File: src/rtl/alu_host_master.sv
// alu_host_master: serializes one ALU command request into the framed UART
// byte stream (opcode, 0x00, LEN lo, LEN hi, operands LSB first), then collects
// the 4-byte little-endian result or reports a timeout.
module alu_host_master #(
    parameter int MAX_OPERANDS   = 4,
    parameter int TIMEOUT_CYCLES = 100000,
    localparam int CW = $clog2(MAX_OPERANDS + 1)
) (
    input  logic                      clk,
    input  logic                      rst,
    input  logic                      req_valid_i,
    output logic                      req_ready_o,
    input  logic [7:0]                req_opcode_i,
    input  logic [CW-1:0]             req_count_i,
    input  logic [32*MAX_OPERANDS-1:0] req_operands_i,
    output logic [7:0]                tx_tdata_o,
    output logic                      tx_tvalid_o,
    input  logic                      tx_tready_i,
    input  logic [7:0]                rx_tdata_i,
    input  logic                      rx_tvalid_i,
    output logic                      rx_tready_o,
    output logic                      rsp_valid_o,
    output logic [31:0]               rsp_data_o,
    output logic                      rsp_timeout_o,
    output logic                      busy_o
);

    // Byte index into the operand payload; wide enough for 4*MAX_OPERANDS bytes.
    localparam int BW = $clog2(4 * MAX_OPERANDS);
    localparam int TW = $clog2(TIMEOUT_CYCLES + 1);

    typedef enum logic [2:0] {
        ST_IDLE      = 3'd0,
        ST_SEND_HDR  = 3'd1,
        ST_SEND_DATA = 3'd2,
        ST_WAIT_RSP  = 3'd3,
        ST_DONE      = 3'd4
    } state_t;

    // Header byte selector: opcode, reserved zero, then 16-bit frame length LSB first.
    function automatic logic [7:0] hdr_byte(input logic [1:0] sel,
                                            input logic [7:0] opcode,
                                            input logic [15:0] len);
        logic [7:0] b;
        case (sel)
            2'd0:    b = opcode;
            2'd1:    b = 8'h00;
            2'd2:    b = len[7:0];
            2'd3:    b = len[15:8];
            default: b = 8'h00;
        endcase
        return b;
    endfunction

    state_t                    state_r, state_s;
    logic [7:0]                opcode_r, opcode_s;
    logic [CW-1:0]             n_r, n_s;
    logic [32*MAX_OPERANDS-1:0] ops_r, ops_s;
    logic [BW-1:0]             idx_r, idx_s;
    logic [TW-1:0]             tmo_r, tmo_s;
    logic [1:0]                rx_cnt_r, rx_cnt_s;
    logic [31:0]               asm_r, asm_s;
    logic                      tx_tvalid_r, tx_tvalid_s;
    logic [7:0]                tx_tdata_r, tx_tdata_s;
    logic                      req_ready_r, req_ready_s;
    logic                      rsp_valid_r, rsp_valid_s;
    logic [31:0]               rsp_data_r, rsp_data_s;
    logic                      rsp_timeout_r, rsp_timeout_s;
    logic                      busy_r, busy_s;

    logic                      tx_hs_s;
    logic [BW-1:0]             idx_inc_s;
    logic [15:0]               len_s;
    logic [31:0]               asm_new_s;

    assign tx_hs_s   = tx_tvalid_r & tx_tready_i;
    assign idx_inc_s = idx_r + {{(BW-1){1'b0}}, 1'b1};
    assign len_s     = 16'd4 + (16'(n_r) << 2);
    assign asm_new_s = asm_r | ({24'd0, rx_tdata_i} << {rx_cnt_r, 3'b000});

    assign req_ready_o   = req_ready_r;
    assign tx_tdata_o    = tx_tdata_r;
    assign tx_tvalid_o   = tx_tvalid_r;
    assign rx_tready_o   = 1'b1;
    assign rsp_valid_o   = rsp_valid_r;
    assign rsp_data_o    = rsp_data_r;
    assign rsp_timeout_o = rsp_timeout_r;
    assign busy_o        = busy_r;

    // Next-state and next-register values for the whole engine.
    always_comb begin
        state_s       = state_r;
        opcode_s      = opcode_r;
        n_s           = n_r;
        ops_s         = ops_r;
        idx_s         = idx_r;
        tmo_s         = tmo_r;
        rx_cnt_s      = rx_cnt_r;
        asm_s         = asm_r;
        tx_tvalid_s   = tx_tvalid_r;
        tx_tdata_s    = tx_tdata_r;
        req_ready_s   = req_ready_r;
        rsp_valid_s   = 1'b0;
        rsp_data_s    = rsp_data_r;
        rsp_timeout_s = rsp_timeout_r;

        case (state_r)
            ST_IDLE: begin
                req_ready_s = 1'b1;
                if (req_valid_i && req_ready_r) begin
                    opcode_s    = req_opcode_i;
                    n_s         = (req_count_i > CW'(MAX_OPERANDS)) ? CW'(MAX_OPERANDS) : req_count_i;
                    ops_s       = req_operands_i;
                    idx_s       = '0;
                    tx_tvalid_s = 1'b1;
                    tx_tdata_s  = req_opcode_i;
                    req_ready_s = 1'b0;
                    state_s     = ST_SEND_HDR;
                end else begin
                    state_s = ST_IDLE;
                end
            end
            ST_SEND_HDR: begin
                if (tx_hs_s) begin
                    if (idx_r[1:0] == 2'd3) begin
                        idx_s = '0;
                        if (n_r != '0) begin
                            tx_tdata_s = ops_r[7:0];
                            state_s    = ST_SEND_DATA;
                        end else begin
                            tx_tvalid_s = 1'b0;
                            tmo_s       = '0;
                            rx_cnt_s    = 2'd0;
                            asm_s       = 32'd0;
                            state_s     = ST_WAIT_RSP;
                        end
                    end else begin
                        idx_s      = idx_inc_s;
                        tx_tdata_s = hdr_byte(idx_inc_s[1:0], opcode_r, len_s);
                    end
                end else begin
                    state_s = ST_SEND_HDR;
                end
            end
            ST_SEND_DATA: begin
                if (tx_hs_s) begin
                    if (16'(idx_r) == (len_s - 16'd5)) begin
                        tx_tvalid_s = 1'b0;
                        tmo_s       = '0;
                        rx_cnt_s    = 2'd0;
                        asm_s       = 32'd0;
                        state_s     = ST_WAIT_RSP;
                    end else begin
                        idx_s      = idx_inc_s;
                        tx_tdata_s = ops_r[{idx_inc_s, 3'b000} +: 8];
                    end
                end else begin
                    state_s = ST_SEND_DATA;
                end
            end
            ST_WAIT_RSP: begin
                // An arriving byte takes priority over an expiring timeout.
                if (rx_tvalid_i) begin
                    tmo_s = '0;
                    asm_s = asm_new_s;
                    if (rx_cnt_r == 2'd3) begin
                        rsp_valid_s   = 1'b1;
                        rsp_data_s    = asm_new_s;
                        rsp_timeout_s = 1'b0;
                        state_s       = ST_DONE;
                    end else begin
                        rx_cnt_s = rx_cnt_r + 2'd1;
                    end
                end else if (tmo_r == TW'(TIMEOUT_CYCLES - 1)) begin
                    // This increment would reach the limit: report the partial word.
                    rsp_valid_s   = 1'b1;
                    rsp_data_s    = asm_r;
                    rsp_timeout_s = 1'b1;
                    state_s       = ST_DONE;
                end else begin
                    tmo_s = tmo_r + {{(TW-1){1'b0}}, 1'b1};
                end
            end
            ST_DONE: begin
                req_ready_s = 1'b1;
                state_s     = ST_IDLE;
            end
            default: begin
                req_ready_s = 1'b0;
                tx_tvalid_s = 1'b0;
                state_s     = ST_IDLE;
            end
        endcase

        busy_s = (state_s != ST_IDLE);
    end

    // FSM state register.
    always_ff @(posedge clk or negedge rst) begin
        if (!rst) begin
            state_r <= ST_IDLE;
        end else begin
            state_r <= state_s;
        end
    end

    // Datapath and registered outputs.
    always_ff @(posedge clk or negedge rst) begin
        if (!rst) begin
            opcode_r      <= 8'h00;
            n_r           <= '0;
            ops_r         <= '0;
            idx_r         <= '0;
            tmo_r         <= '0;
            rx_cnt_r      <= 2'd0;
            asm_r         <= 32'd0;
            tx_tvalid_r   <= 1'b0;
            tx_tdata_r    <= 8'h00;
            req_ready_r   <= 1'b0;
            rsp_valid_r   <= 1'b0;
            rsp_data_r    <= 32'd0;
            rsp_timeout_r <= 1'b0;
            busy_r        <= 1'b0;
        end else begin
            opcode_r      <= opcode_s;
            n_r           <= n_s;
            ops_r         <= ops_s;
            idx_r         <= idx_s;
            tmo_r         <= tmo_s;
            rx_cnt_r      <= rx_cnt_s;
            asm_r         <= asm_s;
            tx_tvalid_r   <= tx_tvalid_s;
            tx_tdata_r    <= tx_tdata_s;
            req_ready_r   <= req_ready_s;
            rsp_valid_r   <= rsp_valid_s;
            rsp_data_r    <= rsp_data_s;
            rsp_timeout_r <= rsp_timeout_s;
            busy_r        <= busy_s;
        end
    end

endmodule

File: config.mk
export PLATFORM = sky130hd
export DESIGN_NAME = alu_host_master
export DESIGN_NICKNAME = d
export VERILOG_FILES = /design/src/rtl/alu_host_master.sv
export SDC_FILE = /design/constraint.sdc
export NUM_CORES = 1
export LEC_CHECK = 0
export CORE_ASPECT_RATIO = 0.6
export CORE_MARGIN = 5
export CORE_UTILIZATION = 30
export CTS_CLUSTER_SIZE = 20
export DETAILED_ROUTE_END_ITERATION = 8
export HOLD_SLACK_MARGIN = 0.12
export PLACE_DENSITY = 0.53
export REMOVE_ABC_BUFFERS = 1
export SLEW_MARGIN = 20
export SYNTH_ARGS = -nofsm -noshare
export SYNTH_HDL_FRONTEND = slang
export SYNTH_SLANG_ARGS = --single-unit
File: constraint.sdc
create_clock -name clk -period 2.5 [get_ports clk]
set_input_delay 0.5 -clock clk [delete_from_list [all_inputs] [get_ports clk]]
set_output_delay 0.5 -clock clk [all_outputs]
set_load 0.005 [all_outputs]
**Run 1: metal layers overlaid**

(2 px per µm) Only two layers are drawn.
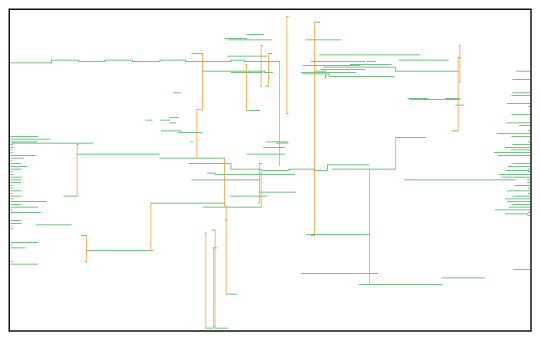
legend:
  M4:
    colour: orange
    wire_length: 754 µm
  M3:
    colour: green
    wire_length: 2,020 µm

**Run 1: congestion heat map**

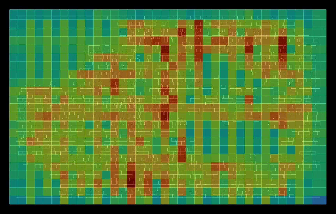
met2 Usage GRT: 21.7%
Total GRT Usage: 15.8%
WL/cell: 20.2 µm
GRT busiest layer: met1
met1 GRT Util: 25.1%

==> CHANGELOG.md, run 1 <==
### Physical design

- Status: finished clean
- XORs/XNORs by Area: 0.311%
- Adder-Cell Fraction of Synth Area: 0.889%
- Multi-In Gates: 590
- Pwr/cell area: 534 nW/µm²
- Worst hold slack: 0.468 ns
- Grt total ovfl: 0
- Die height: 160 µm
- CTS resizes: 12
- Layout area overhead: 37.8%
- I/O Buffers: 196
- Clock-cell share of area: 5.77%
- Layout non-clock buf frac: 17.9%
- Layout cells sized above 1: 29.4%
- Worst-path cell chain: inv_2 > ha_4 > inv_1 > ha_2 > and2_4 > o2111a_1 > buf_6 > a31oi_4 > buf_12 > a211o_1 > mux2_4
- Ys flops: 234
- Largest net degree at the start of global routing: 62
- WP data required: 2.93 ns
- Vias in the first global route: 8,739
- Gp weighted congestion: 0.796
- Standby leakage power: 6.95 nW
- Antenna cells: 3
- Total of clock buffers placed in the layout: 38
- Worst skew pair latency: 0.54 ns
- Fin crit share: 98.5%
- Core Region: 37,400 µm²
- Residual DRC: 0
- Top Family by Delay on Critical Path: AND-OR/OR-AND gates
- Logic share of the area: 34.1%
- Fp_density: 30.1%
- Critical path's slowest cell: dfrtp_1
- AO/OA Area Share: 13.1%
- Chip Area, Yosys: 11,300 µm²
- CTS Buffer Depth: 3
- I/O pin total: 198
- Largest area contributor in the netlist: dfrtp_1
- DP HPWL: 23,700 µm
**Run 1: the metal 1 layer**

(2 px per µm) Supply wires on this layer in grey.
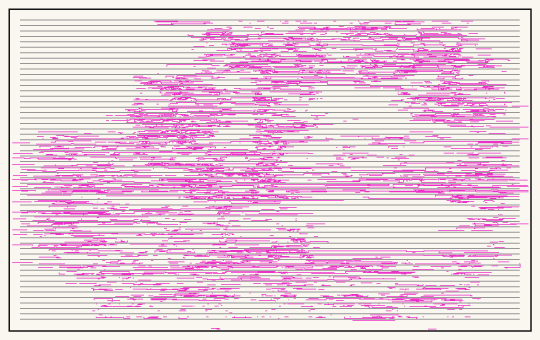
nets with wire on the layer: 1,195
main direction: horizontal
wire length on this layer: 17,200 µm

**Run 1: gate families picked out**

(2 px per µm)
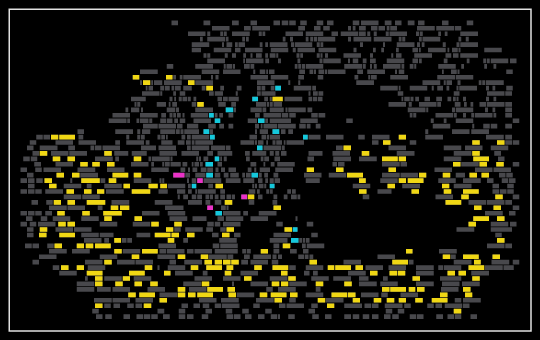
legend:
  mux cells:
    colour: yellow
    cells: 195
    most_used: mux2_2
  non-inverting ao/oa cells:
    colour: cyan
    cells: 20
    most_used: a21o_1
  xor and xnor cells:
    colour: magenta
    cells: 4
    most_used: xor2_1

-- run 1: cell usage after synthesis, types with 4 or more instances --
| library cell | count |
|---|---|
| nand4_1 | 4 |
| buf_2 | 22 |
| mux2i_1 | 21 |
| mux2_2 | 142 |
| a31oi_1 | 9 |
| inv_1 | 11 |
| o21ai_0 | 81 |
| or2_2 | 6 |
| nand2b_1 | 6 |
| a21o_1 | 5 |
| nor3_1 | 5 |
| clkbuf_1 | 34 |
| and3_1 | 5 |
| a41oi_1 | 34 |
| a21oi_1 | 39 |
| nor2b_1 | 19 |
| and2_1 | 8 |
| ha_1 | 8 |
| nor2_1 | 49 |
| a211oi_1 | 5 |
| buf_1 | 11 |
| dfrtp_1 | 234 |
| o31ai_1 | 11 |
| mux4_2 | 28 |
| nand2_1 | 16 |
| mux4_1 | 4 |
| o2111ai_1 | 5 |
| nand3_1 | 18 |
-- run 1: routing by layer --
metal | track usage (%) | part of all wire, % | vias to the layer above
li1 | - | - | 3883
met1 | 25.1 | 51 | 4274
met2 | 21.7 | 41 | 219
met3 | 3.32 | 6.0 | 48
met4 | 4.03 | 2.2 | 0
met5 | 0 | 0 | -
-- run 1: path summary, 6_finish.rpt --
path / startpoint / endpoint / slack (ns) / depth (start not counted)
worst min-delay path: rst / ops_r[86] / 0.47 / 2
worst max-delay path: n_r[0] / rx_cnt_r[0] / 0.04 / 11
worst max register to register: n_r[0] / rx_cnt_r[0] / 0.04 / 11
worst min register to register: ops_r[90] / ops_r[90] / 0.50 / 1
min in group clk: ops_r[90] / ops_r[90] / 0.50 / 1
max in group asynchronous: rst / rsp_data_o[23] / 1.30 / 3
-- run 1: power by group --
group,internal [mW],switching [mW]
logic,0.251,0.171
registers,3.79,0.0113
clock network,2.43,1.63
total,6.48,1.81
--- run 2 (diff from run 1) ---
--- a/config.mk
+++ b/config.mk
@@ -6,7 +6,7 @@
 export NUM_CORES = 1
 export LEC_CHECK = 0
 export CORE_ASPECT_RATIO = 0.6
-export CORE_MARGIN = 5
+export CORE_MARGIN = 2
 export CORE_UTILIZATION = 30
 export CTS_CLUSTER_SIZE = 20
 export DETAILED_ROUTE_END_ITERATION = 8
**Run 2: zoomed window**

Region (112, 93) to (142, 123) µm. Cells in grey, sequential cells in the stronger grey; small squares are vias.
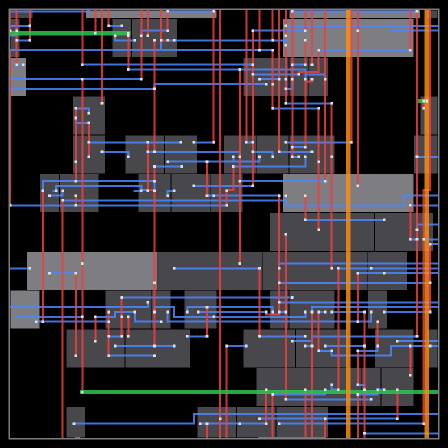
legend:
  M3:
    colour: green
  M1:
    colour: blue
  M2:
    colour: red
  M4:
    colour: orange
most frequent: nor2_1 (7), buf_4 (7), and2_1 (4)
sequential cells in the window: 3
cells with their middle in the window: 43

==> CHANGELOG.md, run 2 <==
### Physical design

- Tightest Pin Transition: 0.709 ns
- Antenna viol nets, final: 0
- CTS resizes: 3 (-9)
- Met2 Usage GRT: 23.8% (+2.0 points)
- Layout area overhead: 36.2%
- Residual DRC: 0 (unchanged)
- CTS tree: built
- Layout cells sized above 1: 28.5% (-0.90 points)
- Met1 GRT Util: 26.2% (+1.2 points)
- Worst setup path category: reg -> reg
- Clk sinks: 234
- Chip Area, Yosys: 11,300 µm² (unchanged)
- Top Metal Used: met5
- Max Freq: 0.408 GHz
- I/O pin total: 198 (unchanged)
- CTS clock-pin slew for the worst setup and hold paths: 0.07 ns
- Core Region: 36,700 µm² (-1.8%)
- Grt total ovfl: 0 (unchanged)
- Fp_density: 30.7% (+0.56 points)
- Tool warnings: 28
- Standby leakage power: 6.90 nW (-0.69%)
- Worst skew pair latency: 0.55 ns (about the same)
- Fin Setup TNS: 0 ns
- Largest net degree at the start of global routing: 68 (+9.7%)
- Met3 wire length: 1870 µm (-7.6%)
- Total GRT Usage: 16.7% (+0.88 points)
- I/O Buffers: 196 (unchanged)
- Cell with the most instances after synthesis: dfrtp_1
- Worst setup margin: 0.0496 ns
- Fin crit share: 98.0% (-0.53 points)
- Largest area contributor in the netlist: dfrtp_1
- CTS Buffer Depth: 3 (unchanged)
- Vias in the first global route: 8,568 (-2.0%)
- Kind of start point of the critical path: register
- Most frequent cells after synthesis: dfrtp_1, mux2_2, o21ai_0, nor2_1, a21oi_1
- Status: finished clean
- Tightest Hold Check Type: in -> async
- EDFF count, synth: 0
- Initial antenna violation count: 1
- Dominant flop cell: dfrtp_1
- WP data required: 2.93 ns (about the same)
- Flip-flop count of the largest register, all copies and words added: 128
- GRT busiest layer: met1
- WL met2: 13,900 µm (+0.47%)
- Met1 WL: 16,400 µm (-4.5%)
- WL/cell: 19.7 µm (-2.4%)
- Die height: 154 µm (-3.7%)
- Final wirelength: 32,700 µm
- Worst-path fanout max: 6
- Worst hold slack: 0.484 ns (+0.0154 ns)
- Unique cell types: 70
- Yosys top cell area share: 52.0%
- YS warnings: 0
- Met3 usage: 3.17% (-0.15 points)
- Max cap viols: 0
- Pwr/cell area: 545 nW/µm² (+2.1%)
- Post-Syn Area: 11,300 µm²
- Cts bufs inserted: 26
- Fillers: 3,423
- Min Tclk post-route: 2.45 ns
- DP HPWL: 23,200 µm (-1.8%)
- Ys flops: 234 (unchanged)
- Fin nets: 1,294
- Via count: 8,405
- Antenna cells: 0 (-3)
- Final hold vios: 0
- Gp weighted congestion: 0.830 (+4.3%)
**Run 2: metal layers overlaid**

(2 px per µm) Only two layers are drawn.
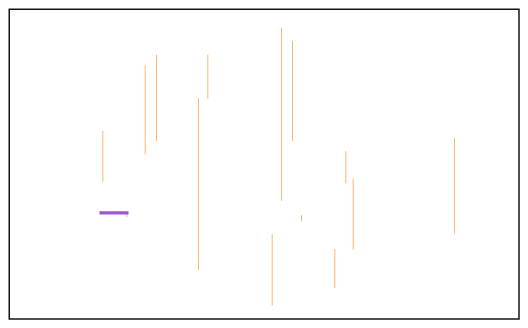
legend:
  M4:
    colour: orange
    wire_length: 514 µm
  M5:
    colour: purple
    wire_length: 12.9 µm

[run 2: final timing paths]
kind	from	end	slack (ns)	cells past startpoint
worst max-delay path	n_r[1]	tx_tvalid_o	0.05	10
worst min-delay path	rst	ops_r[49]	0.48	2
worst max register to register	n_r[1]	tx_tvalid_o	0.05	10
worst min register to register	ops_r[106]	ops_r[106]	0.50	1
max in group asynchronous	rst	ops_r[67]	1.27	3
min in group clk	ops_r[106]	ops_r[106]	0.50	1
[run 2: kinds of logic after synthesis]
group                      share of synthesized area (%)
adders and majority gates                          0.889
xor gates and xnor gates                           0.311
and+or+nand+nor                                     7.89
other                                             0.0333
buffers and inverters                               3.24
muxes                                               22.6
AOI/OAI and AO/OA                                   13.1
DFF                                                 52.0
[run 2: metrics by stage]
| stage | instance area (µm²) | utilization, % |
|---|---|---|
| floorplan | 10900 | - |
| global placement | 14200 | 38.7 |
| detailed placement | 14200 | 38.7 |
| CTS | 15200 | 41.3 |
| global route | 15300 | 41.8 |
| finish | 15300 | 41.8 |
[run 2: layout make-up]
cell class	count	area, µm²	share of cell area, %
multi-input combinational	590	5180	33.8
timing repair buffer	271	2700	17.6
inverter	11	41.3	0.269
sequential	234	5860	38.2
tap	504	631	4.11
clock inverter	11	153	0.995
clock buffer	37	782	5.10
[run 2: report_power, final]
part	leakage, nW	internal [mW]	total (mW)	switching [mW]
logic	3.21	0.245	0.418	0.173
clock network	0.466	2.50	4.14	1.65
registers	3.23	3.79	3.80	0.00823
total	6.90	6.54	8.36	1.83
[run 2: worst max-delay path, stage by stage, from the launching register on]
cell and delay [ns]:
dfrtp_1 0.44, inv_2 0.07, ha_4 0.27, inv_2 0.04, ha_4 0.25, and2_4 0.13
o2111a_1 0.23, buf_6 0.11, a31oi_4 0.15, or4_4 0.44, a22o_1 0.18
Power figures rest on the tool's default switching activity, not on a simulated workload.
